### config.mk
export PLATFORM = sky130hd
export DESIGN_NAME = prbs_chk_lfsr
export DESIGN_NICKNAME = d
export VERILOG_FILES = /design/src/rtl/prbs_pkg.sv /design/src/rtl/prbs_chk_lfsr.sv
export SDC_FILE = /design/constraint.sdc
export NUM_CORES = 1
export LEC_CHECK = 0
export CELL_PAD_IN_SITES_DETAIL_PLACEMENT = 1
export CELL_PAD_IN_SITES_GLOBAL_PLACEMENT = 1
export CORE_MARGIN = 1.5
export CORE_UTILIZATION = 35
export DETAILED_ROUTE_END_ITERATION = 7
export PLACE_DENSITY = 0.79
export SYNTH_ARGS = -nofsm -noshare
export SYNTH_HDL_FRONTEND = slang
export SYNTH_SLANG_ARGS = --single-unit
export TNS_END_PERCENT = 1
### constraint.sdc
create_clock -name clk -period 3.01 [get_ports clk]
set_input_delay 0.301 -clock clk [delete_from_list [all_inputs] [get_ports clk]]
set_output_delay 0.301 -clock clk [all_outputs]
set_load 0.03 [all_outputs]
### src/rtl/prbs_pkg.sv
// Shared PRBS checker definitions: polynomial select codes, order/tap lookup,
// LFSR width and sync FSM state encoding.
package prbs_pkg;

  localparam int LFSR_W = 31;

  localparam logic [3:0] PN7  = 4'd0;
  localparam logic [3:0] PN9  = 4'd1;
  localparam logic [3:0] PN11 = 4'd2;
  localparam logic [3:0] PN15 = 4'd3;
  localparam logic [3:0] PN20 = 4'd4;
  localparam logic [3:0] PN23 = 4'd5;
  localparam logic [3:0] PN31 = 4'd6;

  typedef enum logic [1:0] {
    ST_SEED   = 2'd0,
    ST_VERIFY = 2'd1,
    ST_LOCKED = 2'd2
  } sync_state_e;

  // Polynomial order n; unused select codes fall back to PN7.
  function automatic logic [4:0] pn_order(input logic [3:0] sel);
    case (sel)
      PN9:     return 5'd9;
      PN11:    return 5'd11;
      PN15:    return 5'd15;
      PN20:    return 5'd20;
      PN23:    return 5'd23;
      PN31:    return 5'd31;
      default: return 5'd7;
    endcase
  endfunction

  // Second feedback tap t of x^n + x^t + 1.
  function automatic logic [4:0] pn_tap(input logic [3:0] sel);
    case (sel)
      PN9:     return 5'd5;
      PN11:    return 5'd9;
      PN15:    return 5'd14;
      PN20:    return 5'd3;
      PN23:    return 5'd18;
      PN31:    return 5'd28;
      default: return 5'd6;
    endcase
  endfunction

endpackage

### src/rtl/prbs_chk_lfsr.sv
// Local Fibonacci LFSR for the checker; pred is combinational from the register.
// Shifts once per shift_en (1 cycle); no backpressure.
module prbs_chk_lfsr
  import prbs_pkg::*;
(
  input  logic              clk,
  input  logic              rst_n,
  input  logic [3:0]        sel,
  input  logic              load_rx,
  input  logic              shift_en,
  input  logic              rx_bit,
  output logic              pred,
  output logic [LFSR_W-1:0] state
);

  logic [LFSR_W-1:0] lfsr_q;
  logic [LFSR_W-1:0] lfsr_d;
  logic [4:0]        order_m1;
  logic [4:0]        tap_m1;

  always_comb begin
    order_m1 = pn_order(sel) - 5'd1;
    tap_m1   = pn_tap(sel) - 5'd1;
    pred     = lfsr_q[order_m1] ^ lfsr_q[tap_m1];
    lfsr_d   = lfsr_q;
    // Bits above the polynomial order keep shifting but never feed pred.
    if (shift_en) begin
      lfsr_d = {lfsr_q[LFSR_W-2:0], (load_rx ? rx_bit : pred)};
    end
  end

  always_ff @(posedge clk or negedge rst_n) begin
    if (!rst_n) begin
      lfsr_q <= '0;
    end else begin
      lfsr_q <= lfsr_d;
    end
  end

  assign state = lfsr_q;

endmodule

**Run 1: floorplan with the power grid**

Pins as bars on the die edge. Tap cells in grey.
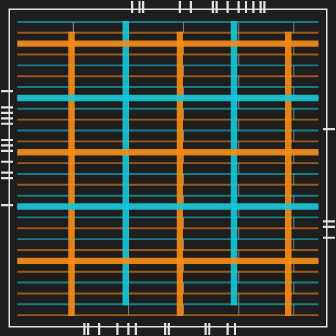
orange -> VSS
cyan -> VDD
tap cells = 72
met1 rails = 28
signal pins = 41
met4 straps = 5
met5 straps = 5

**Run 1: cell classes on the final placement**

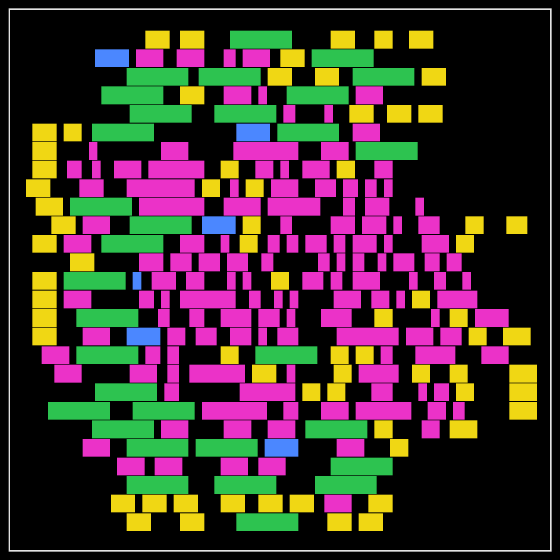
yellow -> other buffers and delay cells  # cells 68
magenta -> all other logic  # cells 136
blue -> clock drivers and dummy loads  # cells 6
green -> flip-flops  # cells 31

==> impl_metrics.toml, run 1 <==
# generated from flow reports
[layout]
lay_top_cells = "35 x clkdlybuf4s50_1, 31 x dfrtp_1, 30 x mux2_2"
fin_cells = 313
fill_cells = 611

[flow_run]
warnings = 29

[setup_path]
rr_startpoint = "state[14]"
reg2reg_to = "state[0]"
crit_family = "AND-OR/OR-AND gates"
cp_num_buf_inv = 3
ff2ff_setup_slack_ns = 0.74
critPathMaxFanout = 3

[status]
status = "complete, but fails checks"
failed_checks = "negative setup slack"

[synthesis]
yosysUniqueCellTypes = 51
top_cell_area_share_pct = 38.22
synth-seq-cells = 31
post-synth-top-area-cell = "dfrtp_1"
syn_area_per_cell_sq_um = 11.15
synthArstFlopShare_pct = 100.0

[timing]
finalSetupViolations = 1
fin_ws_ns = -0.02750
tightest_slew_ns = 0.4316
report.final.slew_viol_count = 0
finClkSkew_ns = 0.003875

[global_routing]
grt_pass1_vias = 1786
gr-total-overflow = 0

[route]
viasPerCell = 5.387
ant_nets = 0
drtIter0Drc = 134

[clock_network]
cts.sinks = 31

[power]
p_switching_mw = 1.054
combPwrFrac_pct = 55.0

[floorplanning]
num_rows = 27
**Run 1: clock distribution**

Bar = 20 um.
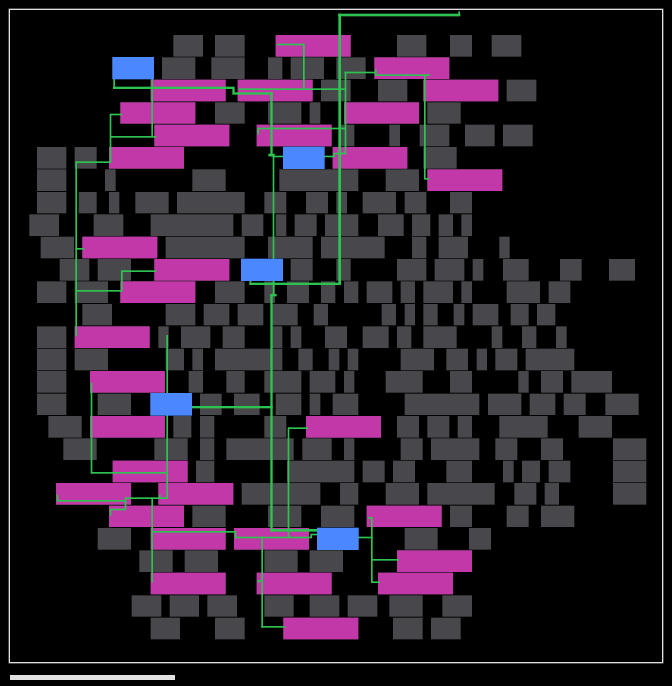
blue -> cells driving clock nets  # count 5
green -> clock wires  # length 430 um
magenta -> flip-flops  # count 31
routed clock nets = 6
Late-Pin Clk Latency: 0.28 ns
Clk network pwr share: 11.9%
clock-net power: 293 uW

**Run 1: routed metal, one colour a layer**

Bar = 20 um.
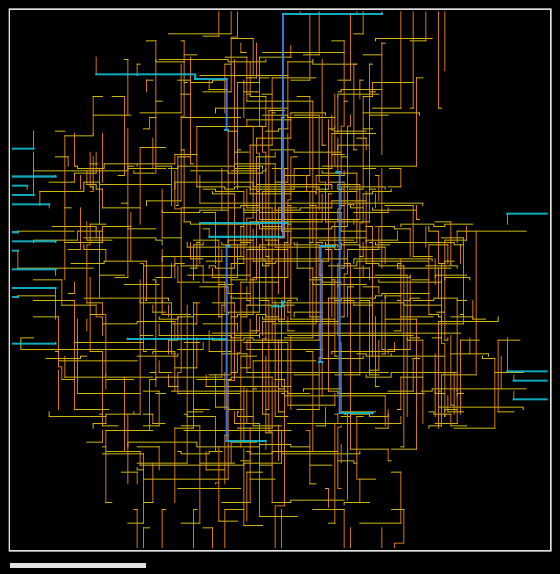
blue -> met4  # wire length 121 um
cyan -> met3  # wire length 156 um
yellow -> met1  # wire length 2450 um
orange -> met2  # wire length 2790 um

[run 1: routing by layer]
metal  wire (um)  up-vias  global-route usage, %
li1            -      794                      -
met1        2446      849                  24.53
met2        2793       32                  30.94
met3         156       11                  3.448
met4         121        0                  7.719
met5           0        -                      0
[run 1: power groups by stage]
stage               Combinational (mW)  Sequential, mW  Clock, mW
CTS                               1.36           0.825      0.306
finish                            1.36           0.818      0.293
detailed placement                1.33           0.831          0
floorplan                        0.459            1.13          0
global placement                  1.31           0.824          0
global route                      1.43           0.862      0.319
[run 1: cell families (layout without fill, tap and decap cells)]
family	count (synthesis)	in the layout	share of synthesized area (%)
buf+inv	23	82	5.548
compound gates	36	36	13.44
fa+ha+maj	2	2	1.233
mux	41	41	27.56
xor+xnor	6	6	2.589
flops	31	31	38.22
simple gates	43	43	11.41
[run 1: through the flow]
| stage | setup slack [ns] | area (sq um) | utilization [%] | hold slack, ns |
|---|---|---|---|---|
| 6_report | -0.02750 | 2821 | 50.93 | 0.4159 |
| 3_5_place_dp | -0.4782 | 2665 | 48.10 | 0.5481 |
| 3_3_place_gp | -0.3938 | 2665 | 48.10 | 0.5410 |
| 4_1_cts | -0.09351 | 2773 | 50.05 | 0.4304 |
| 5_1_grt | -0.1077 | 2821 | 50.93 | 0.4620 |
| 2_1_floorplan | -0.1806 | 2098 | - | 0.005409 |
[run 1: layout make-up]
type / instances / share of cell area, %
Multi-Input combinational cell: 128 / 43.46
Sequential cell: 31 / 27.49
Timing Repair Buffer: 68 / 22.04
Tap cell: 72 / 3.193
Clock buffer: 6 / 2.572
Inverter: 8 / 1.242
[run 1: repair_timing]
item                                    CTS  global route
endpoints found under the setup margin    2             1
buffers inserted                          2             2
pin swaps                                 8             8
resized                                  20             7
==> run 2, diff against run 1 <==
Settings changed: SKIP_LAST_GASP set to 1.
==> impl_metrics.toml, run 2 <==
# generated from flow reports
[status]
status = "complete, but fails checks"
failed_checks = "negative setup slack"

[timing]
tightest_slew_ns = 0.4316
fin_ws_ns = -0.02750
report.final.slew_viol_count = 0
finalSetupViolations = 1

[clock_network]
cts_resized = 20
cts_setup_buffers = 2

[global_routing]
grt_pass1_vias = 1786
gr-total-overflow = 0

[layout]
fin_cells = 313
fin_area_sq_mm = 0.002821
fill_cells = 611
lay_top_cells = "35 x clkdlybuf4s50_1, 31 x dfrtp_1, 30 x mux2_2"

[synthesis]
post-synth-top-area-cell = "dfrtp_1"
yosysUniqueCellTypes = 51
synthArstFlopShare_pct = 100.0
top_cell_area_share_pct = 38.22

[setup_path]
cp_num_buf_inv = 3
ff2ff_setup_slack_ns = 0.74
critPathMaxFanout = 3
crit_family = "AND-OR/OR-AND gates"
reg2reg_to = "state[0]"

[place]
placed_cell_area_sq_mm = 0.002665
place_ws_ns = -0.4782

[floorplanning]
num_rows = 27
==> run 2: cell counts after synthesis <==
Identical to the previous run, type by type.
==> run 2: routing by layer <==
| layer | vias to the layer above | share of wire, % | global-route usage, % |
|---|---|---|---|
| li1 | 794 | - | - |
| met1 | 849 | 44 | 24.53 |
| met2 | 32 | 51 | 30.94 |
| met3 | 11 | 2.8 | 3.448 |
| met4 | 0 | 2.2 | 7.719 |
| met5 | - | 0 | 0 |
==> run 2: worst min-delay path by stage <==
stage                          from         to  slack, ns  depth (start not counted)
after floorplan               rst_n   state[0]      0.005                          0
after global placement    state[10]  state[11]       0.54                          2
after detailed placement  state[13]  state[13]       0.55                          1
after CTS                     rst_n   state[6]       0.43                          2
after global routing          rst_n   state[5]       0.46                          2
final                         rst_n   state[5]       0.42                          2
==> run 2: logic make-up after synthesis <==
logic type	share of synthesized area (%)
xor+xnor	2.589
flops	38.22
buf+inv	5.548
simple gates	11.41
mux	27.56
compound gates	13.44
fa+ha+maj	1.233
==> run 2: worst register-to-register path, cell delays in order, from the launching register on <==
cell and delay (ns):
dfrtp_1 0.43, mux4_2 0.49, a2111o_1 0.39, o22ai_2 0.24, o211ai_4 0.13, xnor2_4 0.16
a221o_1 0.32
==> run 2: layout make-up <==
type / count / area, sq um / share of cell area [%]
Tap cell: 72 / 90.09 / 3.193
Inverter: 8 / 35.03 / 1.242
Clock buffer: 6 / 72.57 / 2.572
Timing Repair Buffer: 68 / 621.8 / 22.04
Sequential cell: 31 / 775.7 / 27.49
Multi-Input combinational cell: 128 / 1226 / 43.46
==> run 2: power by group <==
group | switching (mW) | internal, mW | leakage (nW)
sequential | 0.220 | 0.598 | 0.396
clock | 0.140 | 0.154 | 0.0371
combinational | 0.694 | 0.667 | 0.757
total | 1.05 | 1.42 | 1.19
**Run 2: congestion heat map**

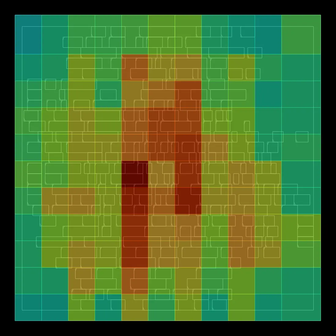
Core Util, Final: 50.93%
Total GRT Usage: 18.89%
met3 GRT Util: 3.448%
grt met1 use: 24.53%
met2 GRT Util: 30.94%

**Run 2: clock distribution**

Bar = 20 um.
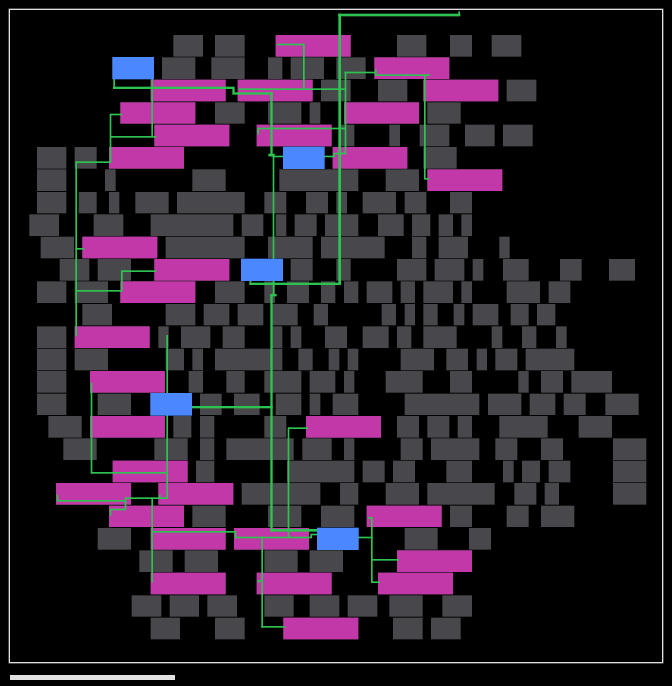
skew final: 0.003875 ns

==> run 3, diff against run 2 <==
Settings changed: GPL_TIMING_DRIVEN set to 0, PLACE_DENSITY 0.79 to 0.76.
Clock period 3.01 ns to 3 ns, I/O delays scaled along.
==> impl_metrics.toml, run 3 <==
# generated from flow reports
[timing]
finalSetupViolations = 1
fin_ws_ns = -0.1509
tightest_slew_ns = 0.6817
finClkSkew_ns = 0.005191

[place]
placed_cell_area_sq_mm = 0.002559
place_ws_ns = -1.435

[setup_path]
critPathMaxFanout = 6
reg2reg_to = "state[0]"
rr_startpoint = "state[12]"
ff2ff_setup_slack_ns = 0.64

[route]
drtIter0Drc = 59
ant_nets = 0
viasPerCell = 5.456

[layout]
logic_area_sq_mm = 0.001207
fill_cells = 621

[status]
status = "complete, but fails checks"
failed_checks = "negative setup slack"

[synthesis]
syn_area_per_cell_sq_um = 11.15
yosysUniqueCellTypes = 51
simple_gate_share_pct = 11.41
synthArstFlopShare_pct = 100.0
compound_area_share_pct = 13.44

[global_routing]
grt_pass1_vias = 1745
gr-total-overflow = 0

[clock_network]
clock_latency_ns = 0.27
-- run 3: netlist changes by cell type in the layout (fill, tap and decap cells not counted), moves of 2 or more --
cell             change
buf_2                +3
buf_4               -14
clkdlybuf4s50_1      -2
clkbuf_1             +4
-- run 3: critical path, delay by kind of cell --
kind / cells / cell delay, ns
AND/OR/NAND/NOR: 1 / 0.41
XOR/XNOR: 1 / 0.21
AND-OR/OR-AND: 4 / 0.88
buffers and inverters: 4 / 0.43
multiplexers: 1 / 0.31
adder cells (fa/ha/maj): 1 / 0.30
-- run 3: final cells by class --
class / instances / share of cell area (%)
Multi-Input combinational cell: 128 / 43.65
Sequential cell: 31 / 28.04
Timing Repair Buffer: 49 / 16.37
Buffer: 13 / 4.704
Tap cell: 72 / 3.256
Clock buffer: 6 / 2.623
Inverter: 8 / 1.357
-- run 3: repair_timing --
item                       4_1_cts  5_1_grt
cloned                           0        0
hold buffers                     0        0
resized                         30        4
setup buffers                   12        0
hold endpoints to repair         0        0
setup endpoints to repair        2        2
pin swaps                       10        3
-- run 3: cells by family after synthesis --
group           count (synthesis)
buf+inv                        23
flops                          31
simple gates                   43
xor+xnor                        6
mux                            41
fa+ha+maj                       2
compound gates                 36
-- run 3: per-layer routing --
| layer | wire length, um | track usage [%] | vias to the layer above |
|---|---|---|---|
| li1 | - | - | 780 |
| met1 | 2368 | 24.16 | 850 |
| met2 | 2828 | 31.28 | 39 |
| met3 | 197 | 2.874 | 6 |
| met4 | 95 | 7.193 | 0 |
| met5 | 0 | 0 | - |
-- run 3: power by group --
part	switching [mW]	leakage, nW	internal, mW
sequential	0.224	0.396	0.600
combinational	0.690	0.730	0.667
clock	0.137	0.0371	0.154
**Run 3: congestion heat map**

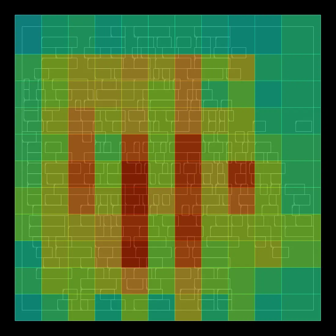
Total GRT Usage: 18.66%
Core Util, Final: 49.93%
met3 GRT Util: 2.874%
grt met1 use: 24.16%

**Run 3: cell classes on the final placement**

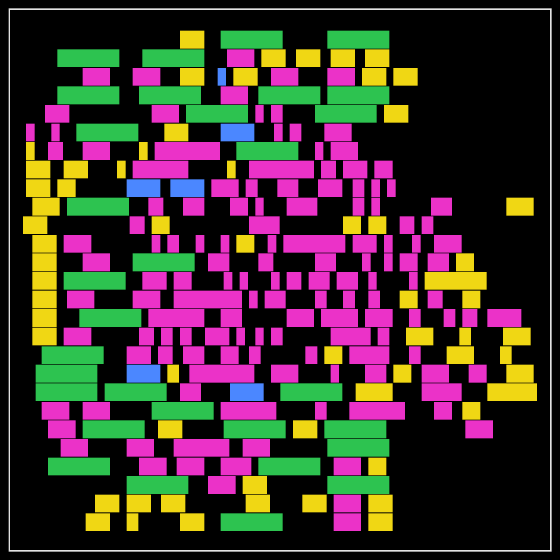
blue -> clock drivers and dummy loads  # cells 6
yellow -> other buffers and delay cells  # cells 62
magenta -> all other logic  # cells 136
green -> flip-flops  # cells 31

Power figures rest on the tool's default switching activity, not on a simulated workload.
